`src/rtl/agu_seq_ctrl_if.sv`:
```
// agu_seq_ctrl_if: start/config handshake, AGU config/control and address
// handshake of the AGU job sequencer. master = sequencer side, slave = the
// surrounding control logic, AGU and downstream memory port.
// Optional: AGU_SEQ_WRAPCNT_EN adds the wrap_cnt status signal.
interface agu_seq_ctrl_if #(
  parameter int BWADDR   = 21,
  parameter int BWLENGTH = 8,
  parameter int NJUMPS   = 5,
  parameter int BWCOUNT  = 16
);
  // job request / descriptor
  logic                               start;
  logic                               start_rdy;
  logic [NJUMPS-1:1][BWLENGTH-1:0]    cfg_l;
  logic [NJUMPS-1:0][BWADDR-1:0]      cfg_j;
  logic [BWCOUNT-1:0]                 cfg_count;
  logic                               abort;
  // AGU configuration and control
  logic [NJUMPS-1:1][BWLENGTH-1:0]    agu_l;
  logic [NJUMPS-1:0][BWADDR-1:0]      agu_j;
  logic                               agu_clr;
  logic                               agu_step;
  logic                               agu_on_j0;
  // downstream address handshake
  logic                               addr_valid;
  logic                               addr_ready;
  logic                               addr_last;
  // status
  logic                               busy;
  logic                               done;
`ifdef AGU_SEQ_WRAPCNT_EN
  logic [BWCOUNT-1:0]                 wrap_cnt;
`endif

  modport master (
`ifdef AGU_SEQ_WRAPCNT_EN
    output wrap_cnt,
`endif
    input  start, cfg_l, cfg_j, cfg_count, abort, agu_on_j0, addr_ready,
    output start_rdy, agu_l, agu_j, agu_clr, agu_step, addr_valid,
           addr_last, busy, done
  );

  modport slave (
`ifdef AGU_SEQ_WRAPCNT_EN
    input  wrap_cnt,
`endif
    output start, cfg_l, cfg_j, cfg_count, abort, agu_on_j0, addr_ready,
    input  start_rdy, agu_l, agu_j, agu_clr, agu_step, addr_valid,
           addr_last, busy, done
  );
endinterface

```
`src/rtl/agu_seq_ctrl.sv`:
```
// agu_seq_ctrl: job-level sequencer/configurator for one AGU.
// Latency: 1 CLEAR + count RUN + 1 DONE cycles per job, 1 address/cycle.
// Backpressure: addr_ready=0 freezes the job and withholds agu_step.
// Ports: clk, rst (async, active high); io_ctl (agu_seq_ctrl_if.master)
// carrying start/cfg/abort, AGU l/j/clr/step/on_j0, addr valid/ready/last,
// busy/done. Optional macro AGU_SEQ_WRAPCNT_EN adds wrap_cnt (count of
// steps that coincided with the AGU outer wrap, saturating).
module agu_seq_ctrl #(
  parameter int BWADDR   = 21,
  parameter int BWLENGTH = 8,
  parameter int NJUMPS   = 5,
  parameter int BWCOUNT  = 16
) (
  input  logic                 clk,
  input  logic                 rst,
  agu_seq_ctrl_if.master       io_ctl
);

  typedef enum logic [1:0] {
    S_IDLE  = 2'd0,
    S_CLEAR = 2'd1,
    S_RUN   = 2'd2,
    S_DONE  = 2'd3
  } state_t;

  state_t                           r_state;
  state_t                           w_state_nxt;
  logic [BWCOUNT-1:0]               r_rem;
  logic [NJUMPS-1:1][BWLENGTH-1:0]  r_agu_l;
  logic [NJUMPS-1:0][BWADDR-1:0]    r_agu_j;

  logic w_start_acc;
  logic w_start_rdy;
  logic w_clr;
  logic w_valid;
  logic w_last;
  logic w_busy;
  logic w_done;
  logic w_xfer;

  // state register
  always_ff @(posedge clk or posedge rst) begin
    if (rst) begin
      r_state <= S_IDLE;
    end else begin
      r_state <= w_state_nxt;
    end
  end

  // next state and per-state outputs
  always_comb begin
    w_state_nxt = r_state;
    w_start_acc = 1'b0;
    w_start_rdy = 1'b0;
    w_clr       = 1'b0;
    w_valid     = 1'b0;
    w_last      = 1'b0;
    w_busy      = 1'b1;
    w_done      = 1'b0;
    case (r_state)
      S_IDLE: begin
        w_busy      = 1'b0;
        w_start_rdy = 1'b1;
        // abort is meaningless here, so start always wins
        if (io_ctl.start) begin
          w_start_acc = 1'b1;
          w_state_nxt = (io_ctl.cfg_count == '0) ? S_DONE : S_CLEAR;
        end
      end
      S_CLEAR: begin
        w_clr       = 1'b1;
        w_state_nxt = io_ctl.abort ? S_IDLE : S_RUN;
      end
      S_RUN: begin
        if (io_ctl.abort) begin
          w_state_nxt = S_IDLE;
        end else begin
          w_valid = 1'b1;
          w_last  = (r_rem == BWCOUNT'(1));
          // the AGU still takes the final step; its new address is not shown
          if (io_ctl.addr_ready && w_last) begin
            w_state_nxt = S_DONE;
          end
        end
      end
      S_DONE: begin
        // an aborted job never reports completion
        w_done      = ~io_ctl.abort;
        w_state_nxt = S_IDLE;
      end
      default: begin
        w_state_nxt = S_IDLE;
      end
    endcase
  end

  assign w_xfer = w_valid & io_ctl.addr_ready;

  // job descriptor and remaining-address counter
  always_ff @(posedge clk or posedge rst) begin
    if (rst) begin
      r_rem   <= '0;
      r_agu_l <= '0;
      r_agu_j <= '0;
    end else if (w_start_acc) begin
      r_rem   <= io_ctl.cfg_count;
      r_agu_l <= io_ctl.cfg_l;
      r_agu_j <= io_ctl.cfg_j;
    end else if ((r_state != S_IDLE) && io_ctl.abort) begin
      // descriptor is kept on abort; only the count is dropped
      r_rem <= '0;
    end else if (w_xfer && (r_rem != '0)) begin
      r_rem <= r_rem - BWCOUNT'(1);
    end
  end

`ifdef AGU_SEQ_WRAPCNT_EN
  logic [BWCOUNT-1:0] r_wrap_cnt;

  always_ff @(posedge clk or posedge rst) begin
    if (rst) begin
      r_wrap_cnt <= '0;
    end else if (r_state == S_CLEAR) begin
      r_wrap_cnt <= '0;
    end else if (w_xfer && io_ctl.agu_on_j0 && (r_wrap_cnt != '1)) begin
      r_wrap_cnt <= r_wrap_cnt + BWCOUNT'(1);
    end
  end

  assign io_ctl.wrap_cnt = r_wrap_cnt;
`else
  // outer-wrap indication only feeds the optional wrap counter
  logic w_unused;
  assign w_unused = io_ctl.agu_on_j0;
`endif

  assign io_ctl.start_rdy  = w_start_rdy;
  assign io_ctl.agu_l      = r_agu_l;
  assign io_ctl.agu_j      = r_agu_j;
  assign io_ctl.agu_clr    = w_clr;
  assign io_ctl.agu_step   = w_xfer;
  assign io_ctl.addr_valid = w_valid;
  assign io_ctl.addr_last  = w_last;
  assign io_ctl.busy       = w_busy;
  assign io_ctl.done       = w_done;

endmodule

```
`src/flat_wrapper.sv`:
```
// flat-port wrapper written by rule: the top's interface ports become plain ports
module agu_seq_ctrl_flat 
#(
  parameter int BWADDR   = 21,
  parameter int BWLENGTH = 8,
  parameter int NJUMPS   = 5,
  parameter int BWCOUNT  = 16
)
  (clk, rst, io_ctl_start, io_ctl_cfg_l, io_ctl_cfg_j, io_ctl_cfg_count, io_ctl_abort, io_ctl_agu_on_j0, io_ctl_addr_ready, io_ctl_start_rdy, io_ctl_agu_l, io_ctl_agu_j, io_ctl_agu_clr, io_ctl_agu_step, io_ctl_addr_valid, io_ctl_addr_last, io_ctl_busy, io_ctl_done);
  agu_seq_ctrl_if #(.BWADDR(BWADDR), .BWLENGTH(BWLENGTH), .NJUMPS(NJUMPS), .BWCOUNT(BWCOUNT)) io_ctl_i ();
  input  logic clk;
  input  logic rst;
  input wire logic [$bits(io_ctl_i.start)-1:0] io_ctl_start;
  input wire logic [$bits(io_ctl_i.cfg_l)-1:0] io_ctl_cfg_l;
  input wire logic [$bits(io_ctl_i.cfg_j)-1:0] io_ctl_cfg_j;
  input wire logic [$bits(io_ctl_i.cfg_count)-1:0] io_ctl_cfg_count;
  input wire logic [$bits(io_ctl_i.abort)-1:0] io_ctl_abort;
  input wire logic [$bits(io_ctl_i.agu_on_j0)-1:0] io_ctl_agu_on_j0;
  input wire logic [$bits(io_ctl_i.addr_ready)-1:0] io_ctl_addr_ready;
  output wire logic [$bits(io_ctl_i.start_rdy)-1:0] io_ctl_start_rdy;
  output wire logic [$bits(io_ctl_i.agu_l)-1:0] io_ctl_agu_l;
  output wire logic [$bits(io_ctl_i.agu_j)-1:0] io_ctl_agu_j;
  output wire logic [$bits(io_ctl_i.agu_clr)-1:0] io_ctl_agu_clr;
  output wire logic [$bits(io_ctl_i.agu_step)-1:0] io_ctl_agu_step;
  output wire logic [$bits(io_ctl_i.addr_valid)-1:0] io_ctl_addr_valid;
  output wire logic [$bits(io_ctl_i.addr_last)-1:0] io_ctl_addr_last;
  output wire logic [$bits(io_ctl_i.busy)-1:0] io_ctl_busy;
  output wire logic [$bits(io_ctl_i.done)-1:0] io_ctl_done;
  assign io_ctl_i.start = io_ctl_start;
  assign io_ctl_i.cfg_l = io_ctl_cfg_l;
  assign io_ctl_i.cfg_j = io_ctl_cfg_j;
  assign io_ctl_i.cfg_count = io_ctl_cfg_count;
  assign io_ctl_i.abort = io_ctl_abort;
  assign io_ctl_i.agu_on_j0 = io_ctl_agu_on_j0;
  assign io_ctl_i.addr_ready = io_ctl_addr_ready;
  assign io_ctl_start_rdy = io_ctl_i.start_rdy;
  assign io_ctl_agu_l = io_ctl_i.agu_l;
  assign io_ctl_agu_j = io_ctl_i.agu_j;
  assign io_ctl_agu_clr = io_ctl_i.agu_clr;
  assign io_ctl_agu_step = io_ctl_i.agu_step;
  assign io_ctl_addr_valid = io_ctl_i.addr_valid;
  assign io_ctl_addr_last = io_ctl_i.addr_last;
  assign io_ctl_busy = io_ctl_i.busy;
  assign io_ctl_done = io_ctl_i.done;
  agu_seq_ctrl #(.BWADDR(BWADDR), .BWLENGTH(BWLENGTH), .NJUMPS(NJUMPS), .BWCOUNT(BWCOUNT)) u_core (.clk(clk), .rst(rst), .io_ctl(io_ctl_i));
endmodule
```
`config.mk`:
```
export PLATFORM = sky130hd
export DESIGN_NAME = agu_seq_ctrl_flat
export DESIGN_NICKNAME = d
export VERILOG_FILES = /design/src/rtl/agu_seq_ctrl_if.sv /design/src/rtl/agu_seq_ctrl.sv /design/src/flat_wrapper.sv
export SDC_FILE = /design/constraint.sdc
export NUM_CORES = 1
export LEC_CHECK = 0
export ABC_AREA = 1
export ABC_CLOCK_PERIOD_IN_PS = 11500
export CAP_MARGIN = 20
export CORE_UTILIZATION = 40
export DETAILED_ROUTE_END_ITERATION = 10
export PLACE_DENSITY = 0.78
export SETUP_SLACK_MARGIN = 0.5
export SLEW_MARGIN = 20
export SYNTH_ARGS = -nofsm -noshare
export SYNTH_HDL_FRONTEND = slang
export SYNTH_SLANG_ARGS = --single-unit
export TNS_END_PERCENT = 10
```
`constraint.sdc`:
```
create_clock -name clk -period 11.5 [get_ports clk]
set_input_delay 2.3 -clock clk [delete_from_list [all_inputs] [get_ports clk]]
set_output_delay 2.3 -clock clk [all_outputs]
set_load 0.03 [all_outputs]
```
==> reports/qor.csv, run 1 <==
stage,metric,value,unit
synth,netlist_area,0.00660,mm^2
final_timing,maxSlewHeadroom,38.8,%
final_timing,setup_viol_count_final,0,
clock_network,cts_buffer_depth,2,
final_layout,seq_area_share,37.6,%
worst_hold_path,min_to,u_core.io_ctl.agu_j[82],
clock_network,total_clock_buffers_created_by_cts,17,
final_layout,fin_nets,1258,
pwr,pwr_density_cell,305,mW/mm^2
critical_path,worstReg2RegStart,u_core.r_state[1],
clock_network,ctsHoldBuffers,0,
final_layout,numSequentialCells,155,
final_layout,largest_register_ffs,105,
outcome,status,"complete, no violations",
synth,synth_warnings,0,
clock_network,numClockSinks,155,
grt,grt_max_degree,83,
final_layout,data_buffer_area_share,29.5,%
critical_path,setup.worst_path.class,primary input to primary output,
placed_design,port_buffers,301,
synth,synth-edff-count,0,
grt,globalRoute.totalOverflow,0,
critical_path,worst_ep_required_time,9.20,ns
synth,yosys.stat.seqShare,58.8,%
worst_hold_path,min_path_type,flop to flop,
synth,ys_async_rst_share,100,%
critical_path,cp_startpoint_kind,primary input,
final_layout,top_class_by_area,registers,
synth,synth.net_count,967,
floorplan,core-area,0.0160,mm^2
critical_path,critPathLaunch,io_ctl_abort,
==> run 1: power by group through the flow <==
stage | registers, mW | logic, mW | clock network, mW
detailed placement | 0.962 | 1.65 | 0
finish | 0.959 | 1.64 | 0.544
CTS | 0.959 | 1.66 | 0.556
floorplan | 1.41 | 0.518 | 0
global placement | 0.950 | 1.62 | 0
global route | 0.994 | 1.78 | 0.581
==> run 1: critical path, stage by stage <==
cell	delay [ns]
sky130_fd_sc_hd__clkdlybuf4s50_1	0.42
sky130_fd_sc_hd__inv_1	0.12
sky130_fd_sc_hd__nand3_2	0.15
sky130_fd_sc_hd__nor2_2	0.22
sky130_fd_sc_hd__clkdlybuf4s50_1	0.74
==> run 1: placed cells by master, fill, tap and decap left out, types with 7 or more instances in the layout <==
cell type	Yosys	layout
sky130_fd_sc_hd__nand2_1	472	472
sky130_fd_sc_hd__clkdlybuf4s50_1	0	301
sky130_fd_sc_hd__dfrtp_1	155	155
sky130_fd_sc_hd__nor2_1	47	47
sky130_fd_sc_hd__inv_1	23	22
sky130_fd_sc_hd__nand3_1	18	18
sky130_fd_sc_hd__clkbuf_16	0	17
sky130_fd_sc_hd__a21oi_1	9	9
sky130_fd_sc_hd__o21ai_0	7	7
==> run 1: metrics by stage <==
stage	instance area [um^2]	hold slack (ns)	instances	setup slack (ns)
after global routing	10300	0.488	1326	5.16
after floorplan	6600	0.471	806	5.02
after detailed placement	9740	0.457	1294	5.24
after global placement	9740	0.452	1294	5.27
final	10300	0.468	1326	5.25
after CTS	10300	0.473	1326	5.24
==> run 1: per-layer routing <==
layer	track usage [%]	share of wire, %	vias up
met4	7.57	1.6	0
met2	37.3	49	232
met1	24.9	38	2799
met5	0	0	-
li1	-	-	3040
met3	9.53	11	20
**Run 1: cell sizes after repair**

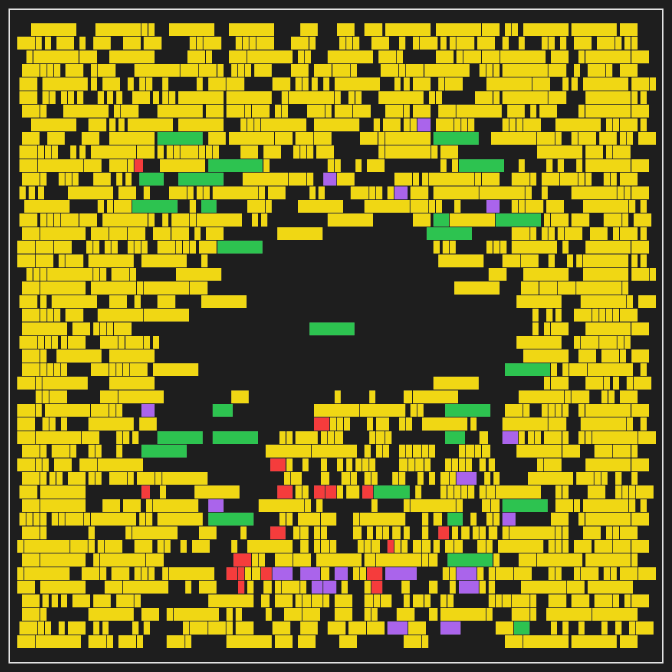
Key: yellow = drive 1 or less [cells 1,047, share 94%, most used nand2_1]; green = drive 6 and up [cells 26, share 2.3%, most used clkbuf_16]; red = drive 2 [cells 18, share 1.6%, most used o21ai_2]; purple = drive 3 to 4 [cells 19, share 1.7%, most used nand2_4]

**Run 1: where the registers sit**

Bar = 50 um.
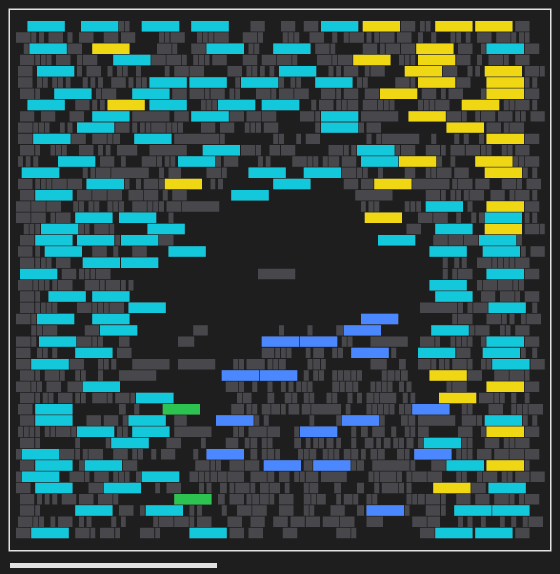
Key: blue = u_core.r_rem [sequential cells 16]; cyan = u_core.io_ctl.agu_j [sequential cells 105, where widely spread]; green = u_core.r_state [sequential cells 2]; yellow = u_core.io_ctl.agu_l [sequential cells 32, where a column on the right]

**Run 1: clock distribution**

Bar = 50 um.
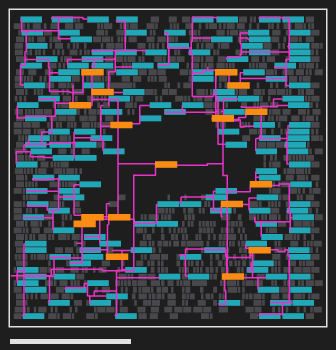
Key: cyan = flip-flops [count 155]; orange = cells driving clock nets [count 17]; magenta = clock wires [length 1,900 um]
Position of the flops: widely spread. There are 18 routed clock nets.
clock network fraction of design power: 17.3%
clk_skew: 0.0126 ns
clock insertion delay at the later pin of the skew report: 0.42 ns
clock network power: 0.544 mW

**Run 1: wiring heat map**

26 x 26 tiles, from dark blue (low) to red (high), scaled to the fullest tile. Values are wire area over tile area, all layers added.
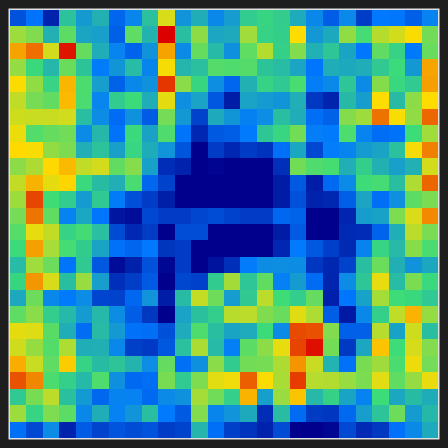

==> inputs of run 2 (changes only) <==
- ABC_CLOCK_PERIOD_IN_PS: 11500 -> 5700
- CORE_UTILIZATION: 40 -> 38
- clock period: 11.5 -> 5.7 ns (I/O delays scaled with it)
**Run 2: wiring heat map**

27 x 27 tiles, from dark blue (low) to red (high), scaled to the fullest tile. Values are wire area over tile area, all layers added.
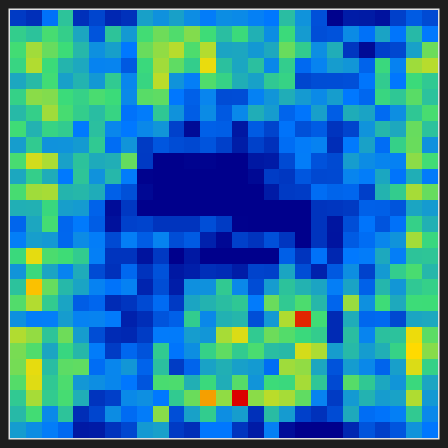
The mean over all tiles is 0.17. 6.9% of the tiles are nearly empty. The emptiest ninth of the die: middle.

**Run 2: cell sizes after repair**

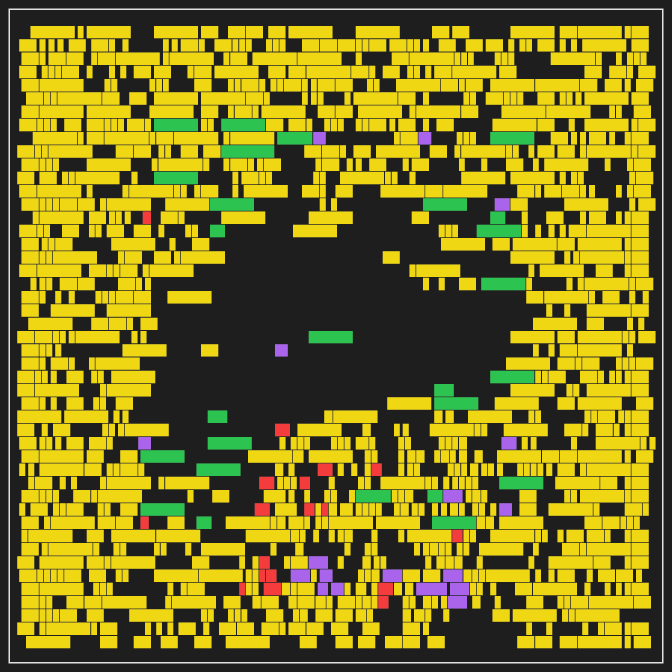
Key: red = drive 2 [cells 18, share 1.6%, most used o21ai_2]; purple = drive 3 to 4 [cells 18, share 1.6%, most used nand2_4]; yellow = drive 1 or less [cells 1,047, share 94%, most used nand2_1]; green = drive 6 and up [cells 26, share 2.3%, most used clkbuf_16]
Non-Filler Cell Area, Final: 0.0103 mm^2
Buffers excl. clock: 305
layout overhead on the synthesized area: 56.5%
setup slack of the critical path after layout: 1.77 ns

==> run 2 against run 1 <==
  * Final area about the same
  * Clock-buffer cell count decreased by 1
  * Combinational power increased by 100%
  * Register-to-register slack got worse by 5.8 ns
==> reports/qor.csv, run 2 <==
stage,metric,value,unit,change
placed_design,port_buffers,301,,unchanged
synth,synth-edff-count,0,,unchanged
pwr,pwr.group.clock,1.08,mW,+99%
pwr,top_power_group,combinational cells,,
outcome,status,"complete, no violations",,
clock_network,total_clock_buffers_created_by_cts,17,,unchanged
final_timing,setup_viol_count_final,0,,unchanged
final_timing,final_worst_hold_slack,0.469,ns,+0.00143 ns
pwr,pwr_density_cell,613,mW/mm^2,+100%
placed_design,dp_cells,1298,,+0.31%
final_timing,maxSlewHeadroom,30.1,%,-8.7 points
clock_network,worstSkewPairLatency,0.42,ns,about the same
final_layout,largest_register_ffs,105,,unchanged
clock_network,cts_buffer_depth,2,,unchanged
floorplan,core-area,0.0168,mm^2,+4.7%
critical_path,setup.worst_path.class,primary input to primary output,,
final_layout,layoutNonFillerInstCount,1329,,+0.23%
synth,yosys.stat.seqShare,58.8,%,unchanged
worst_hold_path,min_path_type,flop to flop,,
grt,globalRoute.totalOverflow,0,,unchanged
final_timing,finalClockSkew,0.00858,ns,-0.00405 ns
clock_network,numClockSinks,155,,unchanged
critical_path,cp_startpoint_kind,primary input,,
pwr,p_clk_share,17.1,%,-0.2 points
pwr,comb-power,3.31,mW,+100%
final_layout,layout_top_cell_excl_fill_tap,sky130_fd_sc_hd__nand2_1,,
final_layout,layout_top_cells_excl_fill_tap,"sky130_fd_sc_hd__nand2_1, sky130_fd_sc_hd__clkdlybuf4s50_1, sky130_fd_sc_hd__dfrtp_1",,
synth,synth_warnings,0,,unchanged
placed_design,pre_cts_ws,1.76,ns,-3.47 ns
final_layout,fin_nets,1258,,unchanged
**Run 2: cell outlines without signal wires**

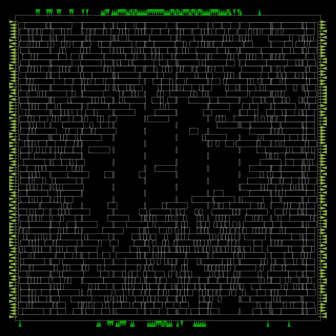
flip-flops: 155
utilization after layout: 61.6%

run 2: cell type report:
class                           instances  area (um^2)
Fill cell                            1437         6440
Timing Repair Buffer                  305         3060
Inverter                               27          108
Tap cell                              220          275
Clock inverter                         14          138
Clock buffer                           17          425
Sequential cell                       155         3880
Multi-Input combinational cell        591         2440
run 2: critical path: stages:
cell and delay, ns:
sky130_fd_sc_hd__clkdlybuf4s50_1 0.44, sky130_fd_sc_hd__inv_1 0.13, sky130_fd_sc_hd__nand3_2 0.14, sky130_fd_sc_hd__nor2_2 0.20
sky130_fd_sc_hd__clkdlybuf4s50_1 0.73
run 2: layer usage:
metal  part of all wire [%]  vias to the layer above  track usage [%]
met1                     41                     2776             24.9
met3                    9.4                       30             7.99
met4                    2.0                        0             8.21
met2                     47                      253             35.1
met5                      0                        -                0
li1                       -                     3047                -
run 2: final timing paths:
check | startpoint | end | slack, ns | depth (start not counted)
min in group asynchronous | rst | u_core.io_ctl.agu_j[32] | 1.34 | 3
setup / recovery | io_ctl_abort | io_ctl_agu_step | 1.77 | 5
setup reg to reg | u_core.r_state[1] | u_core.io_ctl.agu_j[54] | 3.24 | 7
hold / removal | u_core.io_ctl.agu_l[2] | u_core.io_ctl.agu_l[2] | 0.47 | 2
hold reg to reg | u_core.io_ctl.agu_l[2] | u_core.io_ctl.agu_l[2] | 0.47 | 2
max in group asynchronous | rst | u_core.r_rem[3] | 3.78 | 3
run 2: logic make-up after synthesis:
| kind of cell | share of synthesized area (%) |
|---|---|
| AND-OR/OR-AND | 2.58 |
| flip-flops | 58.8 |
| AND/OR/NAND/NOR | 33.9 |
| XOR/XNOR | 0.133 |
| buffers and inverters | 4.15 |
| adder cells (fa/ha/maj) | 0.379 |
No activity file was given, so power comes from the tool's default toggle rates.
